Design br_pre_data_unpack256to64, sky130hd; sources not shown.
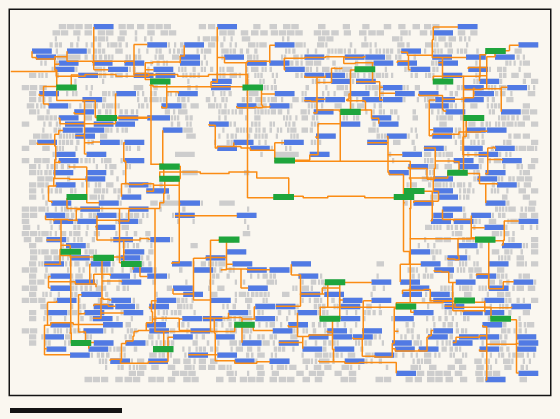
Fig. 1. Clock network drawn from the DEF.
The bar under the picture is 50 um long.
- orange: clock wires (length 4,060 um)
- green: clock-net drivers (count 30)
- blue: flip-flops (count 277)
- flops lie: widely spread
- routed clock nets: 31
clk ins delay skew pair: 0.56 ns
clk_skew: 0.0194 ns

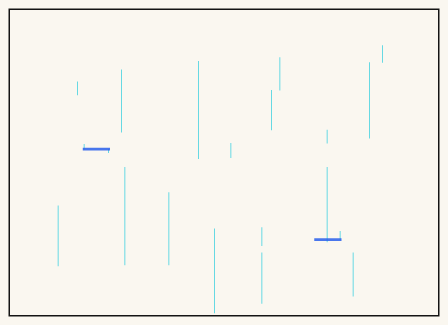
Fig. 2. Signal wires by layer.
Two of the layers only.
- blue: M5 (wire length 27.6 um)
- cyan: M4 (wire length 499 um)
gr usage total: 0.180
drt total wl: 38,700 um
Wirelength per Cell: 15.6 um

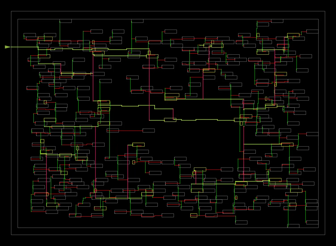
Fig. 3. Clock routing.
clk sinks: 277
CTS buffer count: 30

==> results.json <==
{
  "status": "finished, final reports clean",
  "min_delay_path_depth": 2,
  "grt_start_max_net_pins": 238,
  "fin_crit_ns": 5.58,
  "synthTopCellsByArea": "dfrtp_1 (53%), nand2_1 (19%), o21ai_0 (8.4%)",
  "cts_tree": "yes",
  "synthTopCellsByCount": "nand2_1 (659), dfrtp_1 (277), o21ai_0 (220), inv_1 (150), a21oi_1 (139)",
  "core_sq_um": 37100,
  "power_density_nw_per_um2": 319,
  "r2r_slack_ns": 6.47,
  "final_nets": 2244,
  "cpMaxStageDelayCell": "dfrtp_4",
  "floorplan.core_util": 0.354,
  "synth_stat.cells": 1680,
  "highest_layer": "met5",
  "finalWeightedCongestion": 0.816,
  "clock.fmax_ghz": 0.179,
  "p_leak_nw": 8.06,
  "rsz0062_at_grt": "false",
  "slew_violations": 0,
  "cp.depth": 6,
  "setup_ws_ns": 3.82,
  "grt_overflow": 0,
  "comb_area_sq_um": 5100,
  "dieArea_sq_um": 41500,
  "place_hpwl_um": 25300,
  "drive_gt1_frac": 0.0378,
  "slew_headroom": 0.216,
  "cts_hold_buf": 0,
  "synth.distinct_cells": 29,
  "cts_root_buf": "clkbuf_16",
  "critical_path.cell_chain": "buf_4 -> clkinv_1 -> a21oi_1 -> o21ai_0 -> a21oi_1 -> clkdlybuf4s50_1",
  "wl_met1_um": 18100,
  "yosysSeqAreaShare": 0.528,
  "use_met2": 0.288,
  "wl_met2_um": 17400,
  "whs_ns": 0.465,
  "worstPathRequired_ns": 7.99,
  "cts_setup_buffers": 0,
  "ctsResizeCount": 0,
  "die_width_um": 241,
  "end_kind": "output port",
  "path_clk_slew_ns": 0.06,
  "largest_reg_flops": 256,
  "finalPower_w": 0.00568,
  "hold_viol_final": 0,
  "flop_area_sq_um": 6940,
  "grt-busiest-layer": "met2",
  "dr_wl_met3_um": 2590,
  "yosys.area.top_type": "dfrtp_1",
  "crit_buf_inv": 3,
  "post-route-period-util": 0.593,
  "worstHoldPathType": "flip-flop to flip-flop",
  "drtIter0Drc": 784,
  "syn_area_per_cell_sq_um": 7.81,
  "ys_area_sq_um": 13100,
  "stdcell_area_sq_um": 17800,
  "synth-edff-count": 0,
  "cts_buffer_depth": 3,
  "grtUsageMet1": 0.253,
  "die_h_um": 172,
  "crit_path_max_incr_delay_ns": 0.83,
  "drtAntennaViolNets": 0,
  "synthArstFlopShare": 1.00,
  "placement.io_buffers": 349,
  "ys_dominant_reg_cell": "dfrtp_1",
  "worstMarginPinSlew_ns": 1.18,
  "remaining_drc_errors": 0,
  "preCtsSetupSlack_ns": 4.42,
  "most_common_cell": "nand2_1",
  "synth.cell_area_sq_um": 13100,
  "r2r_cells": 8,
  "grt_pass1_wl_um": 61100,
  "ioPinCount": 350,
  "dpl_cell_area_sq_um": 16800,
  "warnings": 38,
  "fillers": 3661,
  "ys.flops": 277,
  "crit_arrival_ns": 4.17,
  "worstPathMaxFanout": 69,
  "critPathMostFrequentCell": "a21oi_1",
  "critPathKind": "flip-flop to output port",
  "dp_cells": 2417,
  "setup_viol": 0,
  "rows": 59,
  "synth_top_area_share": 0.528,
  "peakVddDrop_mv": 0.201,
  "antenna_cells": 0,
  "vias_per_cell": 4.77,
  "antenna_found_initial": 2,
  "cap_viol_max_count": 0,
  "cp_top_family": "buffers and inverters",
  "cts_max_level": 1,
  "grt_pass1_vias": 11642,
  "ys_warn_count": 0,
  "first_pass_iters": 5,
  "start_kind": "flip-flop",
  "vias": 11787,
  "area_growth_syn_to_layout_pct": 35.7,
  "fin_cells": 2473,
  "postSynthCellCount": 1680,
  "met3_usage": 0.0450
}
layout by cell type, fill, tap and decap left out, drive strengths merged:
cell type / Yosys / layout
clkinvlp: 0 / 1
inv: 153 / 153
o211ai: 56 / 56
nor2: 35 / 35
nor3: 2 / 2
xnor2: 1 / 1
nand3: 5 / 5
nand3b: 1 / 1
nand4: 1 / 1
o21ai: 226 / 226
a21oi: 139 / 139
nor2b: 1 / 1
dfrtp: 277 / 277
clkdlybuf4s50: 0 / 349
xor2: 6 / 6
buf: 73 / 8
bufinv: 0 / 2
nand2: 662 / 662
ha: 6 / 6
clkbuf: 35 / 43
clkinv: 1 / 11
kinds of logic (layout without fill, tap and decap cells):
logic type	after synthesis	count (layout)	synth area share
and+or+nand+nor	707	707	0.206
AOI/OAI and AO/OA	421	421	0.172
DFF	277	277	0.528
buffers and inverters	262	567	0.0843
xor gates and xnor gates	7	7	0.00467
adders and majority gates	6	6	0.00572
final cells by class:
| class | instances | share of cell area |
|---|---|---|
| repair buffers | 357 | 0.201 |
| flip-flops and latches | 277 | 0.390 |
| clock buffers | 43 | 0.0489 |
| multi-input cells | 1141 | 0.286 |
| well taps | 488 | 0.0343 |
| inverters | 154 | 0.0332 |
| clock inverters | 13 | 0.00660 |
power by group:
part / internal [W] / switching (W) / leakage [nW]
combinational: 0.000803 / 0.00164 / 4.16
sequential: 0.00179 / 0.000264 / 3.41
clock: 0.000696 / 0.000495 / 0.494
total: 0.00329 / 0.00240 / 8.06
stage by stage:
stage          setup TNS (ns)   util
6_report                    0  0.480
5_1_grt                     0  0.480
4_1_cts                     0  0.480
3_5_place_dp                0  0.453
3_3_place_gp                0  0.453
2_1_floorplan         -307.72      -
worst min-delay path: stages (launching register included):
cell and delay [ns]:
dfrtp_1 0.34, nand2_1 0.05, nand2_1 0.04
Power and IR drop assume default switching activity.
